File: src/rtl/mem_arbiter_pkg.sv
// Shared definitions for the mem_arbiter slice: bus widths, FSM state
// encoding and the burst-counter width helper.
package mem_arbiter_pkg;

  localparam int unsigned AW = 7;   // memory address width
  localparam int unsigned DW = 16;  // memory word width

  typedef enum logic [1:0] {
    IDLE = 2'b00,
    OWN0 = 2'b01,
    OWN1 = 2'b10
  } arb_state_e;

  // Bits needed to hold 0..max_burst inclusive.
  function automatic int unsigned cnt_width(input int unsigned max_burst);
    return $clog2(max_burst + 1);
  endfunction

endpackage

File: src/rtl/mem_arbiter_if.sv
// Bundle of every requester-side and memory-side signal of mem_arbiter.
//   req0/req1, we0/we1, addr0/addr1, wdata0/wdata1 : requester access requests
//   gnt0/gnt1, rvalid0/rvalid1, rdata              : arbiter responses
//   mem_addr, mem_we, mem_wdata, mem_rdata         : single-port memory pins
// Modports:
//   slave  - the arbiter's view
//   master - the surrounding system (requesters + memory)
interface mem_arbiter_if;

  logic                          req0;
  logic                          req1;
  logic                          we0;
  logic                          we1;
  logic [mem_arbiter_pkg::AW-1:0] addr0;
  logic [mem_arbiter_pkg::AW-1:0] addr1;
  logic [mem_arbiter_pkg::DW-1:0] wdata0;
  logic [mem_arbiter_pkg::DW-1:0] wdata1;
  logic                          gnt0;
  logic                          gnt1;
  logic                          rvalid0;
  logic                          rvalid1;
  logic [mem_arbiter_pkg::DW-1:0] rdata;
  logic [mem_arbiter_pkg::AW-1:0] mem_addr;
  logic                          mem_we;
  logic [mem_arbiter_pkg::DW-1:0] mem_wdata;
  logic [mem_arbiter_pkg::DW-1:0] mem_rdata;

  modport slave (
    input  req0, req1, we0, we1, addr0, addr1, wdata0, wdata1, mem_rdata,
    output gnt0, gnt1, rvalid0, rvalid1, rdata, mem_addr, mem_we, mem_wdata
  );

  modport master (
    output req0, req1, we0, we1, addr0, addr1, wdata0, wdata1, mem_rdata,
    input  gnt0, gnt1, rvalid0, rvalid1, rdata, mem_addr, mem_we, mem_wdata
  );

endinterface

File: src/rtl/arb_burst_ctr.sv
// Saturating burst counter for mem_arbiter.
//   clk, reset : clock, asynchronous active-low reset
//   clr        : synchronous clear (wins over inc)
//   inc        : count one access
//   count      : current count, saturates at MAX_BURST
//   tc         : count == MAX_BURST
//   tc_next    : count will be (or already is) MAX_BURST after this cycle's
//                access; independent of clr so the FSM can use it to decide clr
module arb_burst_ctr #(
  parameter int unsigned MAX_BURST = 8,
  parameter int unsigned CW        = 4
) (
  input  logic          clk,
  input  logic          reset,
  input  logic          clr,
  input  logic          inc,
  output logic [CW-1:0] count,
  output logic          tc,
  output logic          tc_next
);

  localparam logic [CW-1:0] MAXV  = CW'(MAX_BURST);
  localparam logic [CW-1:0] MAXM1 = CW'(MAX_BURST - 1);

  assign tc      = (count == MAXV);
  assign tc_next = tc | (inc & (count == MAXM1));

  always_ff @(posedge clk or negedge reset) begin
    if (!reset) begin
      count <= '0;
    end else if (clr) begin
      count <= '0;
    end else if (inc && !tc) begin
      count <= count + 1'b1;
    end
  end

endmodule

File: src/rtl/mem_arbiter.sv
// Round-robin arbiter sharing one single-port synchronous memory between
// requester 0 (processor) and requester 1 (host loader / debug). An owner
// keeps the grant for up to MAX_BURST accesses while the other side waits,
// then hands over directly with no idle cycle.
//   clk   : clock, all state on rising edge
//   reset : asynchronous active-low reset
//   bus   : mem_arbiter_if.slave, requester and memory pins
module mem_arbiter
  import mem_arbiter_pkg::*;
#(
  parameter int unsigned MAX_BURST = 8
) (
  input  logic           clk,
  input  logic           reset,
  mem_arbiter_if.slave   bus
);

  localparam int unsigned CW = cnt_width(MAX_BURST);

  arb_state_e    state;
  arb_state_e    state_d;
  logic          last_served;
  logic          last_d;
  logic          clr;
  logic          acc0;
  logic          acc1;
  logic [CW-1:0] count;
  logic          tc;
  logic          tc_next;

  assign acc0 = (state == OWN0) & bus.req0;
  assign acc1 = (state == OWN1) & bus.req1;

  arb_burst_ctr #(
    .MAX_BURST (MAX_BURST),
    .CW        (CW)
  ) u_ctr (
    .clk     (clk),
    .reset   (reset),
    .clr     (clr),
    .inc     (acc0 | acc1),
    .count   (count),
    .tc      (tc),
    .tc_next (tc_next)
  );

  // Next-state: the counter is cleared whenever ownership changes or is idle.
  always_comb begin
    state_d = state;
    last_d  = last_served;
    clr     = 1'b0;
    unique case (state)
      IDLE: begin
        clr = 1'b1;
        if (bus.req0 && !bus.req1)      state_d = OWN0;
        else if (bus.req1 && !bus.req0) state_d = OWN1;
        else if (bus.req0 && bus.req1)  state_d = last_served ? OWN0 : OWN1;
      end
      OWN0: begin
        if (!bus.req0) begin
          state_d = bus.req1 ? OWN1 : IDLE;
          last_d  = 1'b0;
          clr     = 1'b1;
        end else if (tc_next && bus.req1) begin
          state_d = OWN1;
          last_d  = 1'b0;
          clr     = 1'b1;
        end
      end
      OWN1: begin
        if (!bus.req1) begin
          state_d = bus.req0 ? OWN0 : IDLE;
          last_d  = 1'b1;
          clr     = 1'b1;
        end else if (tc_next && bus.req0) begin
          state_d = OWN0;
          last_d  = 1'b1;
          clr     = 1'b1;
        end
      end
      default: begin
        state_d = IDLE;
        clr     = 1'b1;
      end
    endcase
  end

  // Grants are registered copies of the next state so they change on the
  // same edge as the state itself.
  always_ff @(posedge clk or negedge reset) begin
    if (!reset) begin
      state       <= IDLE;
      last_served <= 1'b1;
      bus.gnt0    <= 1'b0;
      bus.gnt1    <= 1'b0;
      bus.rvalid0 <= 1'b0;
      bus.rvalid1 <= 1'b0;
    end else begin
      state       <= state_d;
      last_served <= last_d;
      bus.gnt0    <= (state_d == OWN0);
      bus.gnt1    <= (state_d == OWN1);
      bus.rvalid0 <= acc0 & ~bus.we0;
      bus.rvalid1 <= acc1 & ~bus.we1;
    end
  end

  // Address/data follow the owner even when its req is low; mem_we only
  // asserts in a real access cycle.
  always_comb begin
    bus.mem_addr  = '0;
    bus.mem_wdata = '0;
    bus.mem_we    = 1'b0;
    unique case (state)
      OWN0: begin
        bus.mem_addr  = bus.addr0;
        bus.mem_wdata = bus.wdata0;
        bus.mem_we    = acc0 & bus.we0;
      end
      OWN1: begin
        bus.mem_addr  = bus.addr1;
        bus.mem_wdata = bus.wdata1;
        bus.mem_we    = acc1 & bus.we1;
      end
      default: ;
    endcase
  end

  assign bus.rdata = bus.mem_rdata;

endmodule

File: src/flat_wrapper.sv
// flat-port wrapper written by rule: the top's interface ports become plain ports
module mem_arbiter_flat import mem_arbiter_pkg::*;
#(
  parameter int unsigned MAX_BURST = 8
)
  (clk, reset, bus_req0, bus_req1, bus_we0, bus_we1, bus_addr0, bus_addr1, bus_wdata0, bus_wdata1, bus_mem_rdata, bus_gnt0, bus_gnt1, bus_rvalid0, bus_rvalid1, bus_rdata, bus_mem_addr, bus_mem_we, bus_mem_wdata);
  mem_arbiter_if bus_i ();
  input  logic clk;
  input  logic reset;
  input wire logic [$bits(bus_i.req0)-1:0] bus_req0;
  input wire logic [$bits(bus_i.req1)-1:0] bus_req1;
  input wire logic [$bits(bus_i.we0)-1:0] bus_we0;
  input wire logic [$bits(bus_i.we1)-1:0] bus_we1;
  input wire logic [$bits(bus_i.addr0)-1:0] bus_addr0;
  input wire logic [$bits(bus_i.addr1)-1:0] bus_addr1;
  input wire logic [$bits(bus_i.wdata0)-1:0] bus_wdata0;
  input wire logic [$bits(bus_i.wdata1)-1:0] bus_wdata1;
  input wire logic [$bits(bus_i.mem_rdata)-1:0] bus_mem_rdata;
  output wire logic [$bits(bus_i.gnt0)-1:0] bus_gnt0;
  output wire logic [$bits(bus_i.gnt1)-1:0] bus_gnt1;
  output wire logic [$bits(bus_i.rvalid0)-1:0] bus_rvalid0;
  output wire logic [$bits(bus_i.rvalid1)-1:0] bus_rvalid1;
  output wire logic [$bits(bus_i.rdata)-1:0] bus_rdata;
  output wire logic [$bits(bus_i.mem_addr)-1:0] bus_mem_addr;
  output wire logic [$bits(bus_i.mem_we)-1:0] bus_mem_we;
  output wire logic [$bits(bus_i.mem_wdata)-1:0] bus_mem_wdata;
  assign bus_i.req0 = bus_req0;
  assign bus_i.req1 = bus_req1;
  assign bus_i.we0 = bus_we0;
  assign bus_i.we1 = bus_we1;
  assign bus_i.addr0 = bus_addr0;
  assign bus_i.addr1 = bus_addr1;
  assign bus_i.wdata0 = bus_wdata0;
  assign bus_i.wdata1 = bus_wdata1;
  assign bus_i.mem_rdata = bus_mem_rdata;
  assign bus_gnt0 = bus_i.gnt0;
  assign bus_gnt1 = bus_i.gnt1;
  assign bus_rvalid0 = bus_i.rvalid0;
  assign bus_rvalid1 = bus_i.rvalid1;
  assign bus_rdata = bus_i.rdata;
  assign bus_mem_addr = bus_i.mem_addr;
  assign bus_mem_we = bus_i.mem_we;
  assign bus_mem_wdata = bus_i.mem_wdata;
  mem_arbiter #(.MAX_BURST(MAX_BURST)) u_core (.clk(clk), .reset(reset), .bus(bus_i));
endmodule
File: config.mk
export PLATFORM = sky130hd
export DESIGN_NAME = mem_arbiter_flat
export DESIGN_NICKNAME = d
export VERILOG_FILES = /design/src/rtl/mem_arbiter_pkg.sv /design/src/rtl/mem_arbiter_if.sv /design/src/rtl/arb_burst_ctr.sv /design/src/rtl/mem_arbiter.sv /design/src/flat_wrapper.sv
export SDC_FILE = /design/constraint.sdc
export NUM_CORES = 1
export LEC_CHECK = 0
export CAP_MARGIN = 40
export CELL_PAD_IN_SITES_DETAIL_PLACEMENT = 1
export CELL_PAD_IN_SITES_GLOBAL_PLACEMENT = 2
export CORE_MARGIN = 2
export CORE_UTILIZATION = 16
export DETAILED_ROUTE_END_ITERATION = 7
export GPL_TIMING_DRIVEN = 0
export HOLD_SLACK_MARGIN = 0.12
export PLACE_DENSITY = 0.84
export SLEW_MARGIN = 15
export SYNTH_ARGS = -nofsm -noshare
export SYNTH_HDL_FRONTEND = slang
export SYNTH_HIERARCHICAL = 1
export SYNTH_SLANG_ARGS = --single-unit
export TNS_END_PERCENT = 30
File: constraint.sdc
create_clock -name clk -period 6.75 [get_ports clk]
set_clock_uncertainty 0.15 [all_clocks]
set_input_delay 1.0125 -clock clk [delete_from_list [all_inputs] [get_ports clk]]
set_output_delay 1.0125 -clock clk [all_outputs]
set_load 0.01 [all_outputs]
==> run summary <==
Quick summary of the implementation run below.

The average cell area after synthesis is 8.10 um^2. The worst setup path is launched from an input pin. The worst min-delay path endpoint is u_core/last_served. The hold slack is between 0.3 and 0.4 ns.

Per the log, the first TritonRoute iteration ended with a DRC count of around 47. The synthesized instance count is 152. Note that the worst hold path type here is flip-flop to flip-flop. The number of global-route vias before repair is 1524. The number of cells traversed by the worst register-to-register path came out at 12. The fraction of final layout cells sized beyond drive strength 1 came out at 0.143.

The kind of critical path is input pin to output pin. The startpoint of the worst register-to-register path is u_core/state[0]. The post-detailed-route count of antenna-violating nets is 0. After layout, the worst setup slack is 3.03 ns. The signal arrival time at the worst endpoint is 2.56 ns. The chip area is 8410 um^2. The flop share of the area is 0.118. The detailed-router iteration count before antenna repair is 3.

The final routed wire length divided by cell count is 13.4 um. The flow ran to the end, and the final reports show no timing, DRC or antenna violations. The script reports the combined buffer and inverter count of the critical path as 3. The pin count of the biggest net entering global routing came out at 12. The number of DRC violations after detailed routing came out at 0. The post-CTS clock slew at the launch and capture registers of the worst setup and hold paths is 0.05 ns.

The final design area excluding fillers is about 2400 um^2. The data-path buffer share of cell area in the final layout is 0.480. The final layout reports a setup TNS of 0 ns. The top cell type in the final layout, fill and taps aside, is sky130_fd_sc_hd__clkdlybuf4s50_1. Detailed placement ended at an HPWL of 3860 um. The maximum vdd drop came out at ~62 uV.

The number of port buffers came out at around 95. The reg2reg setup slack came out at 3.54 ns. The number of stages on the worst setup path is 5. In this run the clock root is driven by a sky130_fd_sc_hd__clkbuf_8.

The leakage power total is 0.905 nW. The overflow left after global routing came out at 0. The worst setup path is captured at an output pin.

Setup repair after global routing left no endpoint under its margin. The count of final setup violators came out at 0. The power drawn by the sequential cells came out at 101 uW. The cell count after placement came out at ~350. The share of total power dissipated in sequential elements is 0.154. The number of instances resized during post-cts repair is 0. The flow reported a cell area power density of 278 nW/um^2.

The number of nets at floorplan is 226. The clock buffer and inverter area fraction after layout is 0.0192. The startpoint of the worst hold path is u_core/last_served. The share of the clock period used by the worst path after layout is 0.551. In the final layout, excluding clock buffers the buffer count is 121. The count of final max-slew check failures is 0. The multi-input gate count came out at 109. The switching power is 276 uW. The highest cell delay on the worst timing path is 0.57 ns. The buffer count from post-CTS setup fixing came out at 0. Summing every instance area after synthesis gives 1230 um^2. The initial antenna violation count came out at 0. At the placement stage, the worst setup path has a slack of 3.02 ns. The final total power came out at 655 uW. Counting along the longest clock path gives a buffer depth of 2. The final hold violation count recorded for this run is 0. The number of buffers created by CTS came out at 3.

The number of cells on the worst hold path came out at 2. TritonCTS built the clock tree. The starting density of the core is 0.167. The internal power contribution is around 380 uW. The relative area change from synthesis to final layout came out at 91.0%. The fraction of area in multi-input gates is 0.321.
==> worst min-delay path, cell delays in order (launching register included) <==
cell                      delay [ns]
sky130_fd_sc_hd__dfstp_2        0.38
sky130_fd_sc_hd__a21oi_1        0.11
sky130_fd_sc_hd__a31oi_1        0.05
==> metal layers <==
metal	global-route usage	vias up	share of wire
li1	-	712	-
met1	0.119	689	0.40
met2	0.205	63	0.52
met3	0.0304	4	0.082
met4	0.0187	0	0.0066
met5	0	-	0
==> registers in the layout, indices dropped and copies added (netlist names) <==
name	flops
u_core/bus.gnt0	1
u_core/u_ctr/count	4
u_core/last_served	1
u_core/bus.rvalid1	1
u_core/bus.rvalid0	1
u_core/bus.gnt1	1
u_core/state	2
==> images/io_fan.png <==
(4 px per um)
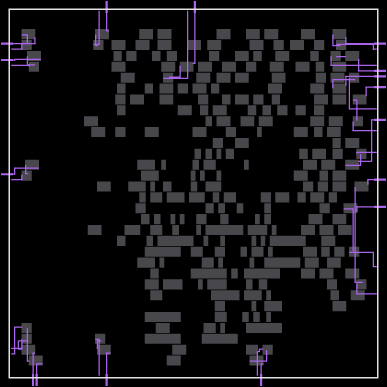
| colour | port | direction | edge | end cells | buffers | wire |
|---|---|---|---|---|---|---|
| purple | bus_rdata | output | 7 right, 4 bottom, 3 left, 2 top | 0 | 32 | 370 um |

==> images/placement_by_type.png <==
(4 px per um) Fill, decap, tap and diode cells in grey.
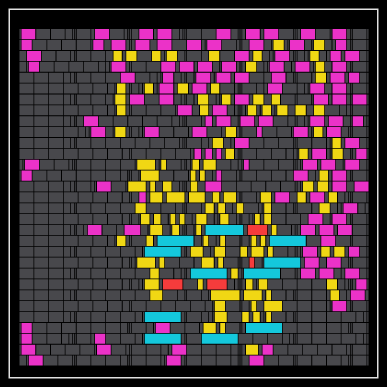
| colour | class | cells |
|---|---|---|
| red | clock drivers and dummy loads | 4 |
| magenta | other buffers and delay cells | 121 |
| cyan | flops | 11 |
| yellow | combinational and other logic | 115 |
utilization of the core after routing: 0.319
number of core rows: 31
area of the core: 7370 um^2

==> images/clocks.png <==
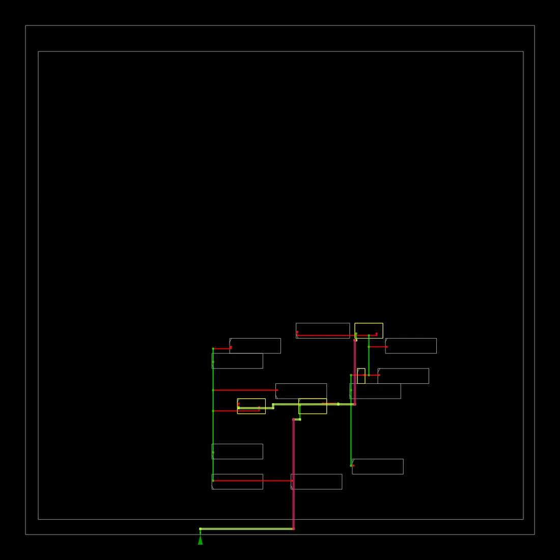
power of the clock network: 67.1 uW
insertion delay to the later sink of the worst-skew pair: 0.24 ns
clock buffer count: 4
count of sequential standard cells: 11

==> images/clk_routes.png <==
(4 px per um)
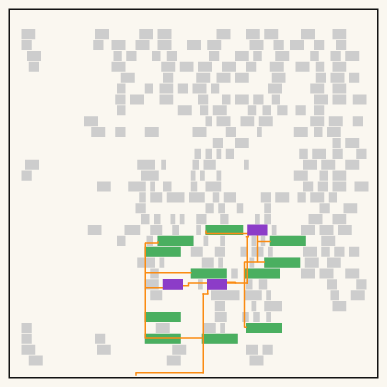
[orange] clock wires | length: 189 um
[green] flip-flops | count: 11
[purple] clock drivers | count: 3
routed clock nets: 4

Power figures rest on the tool's default switching activity, not on a simulated workload.
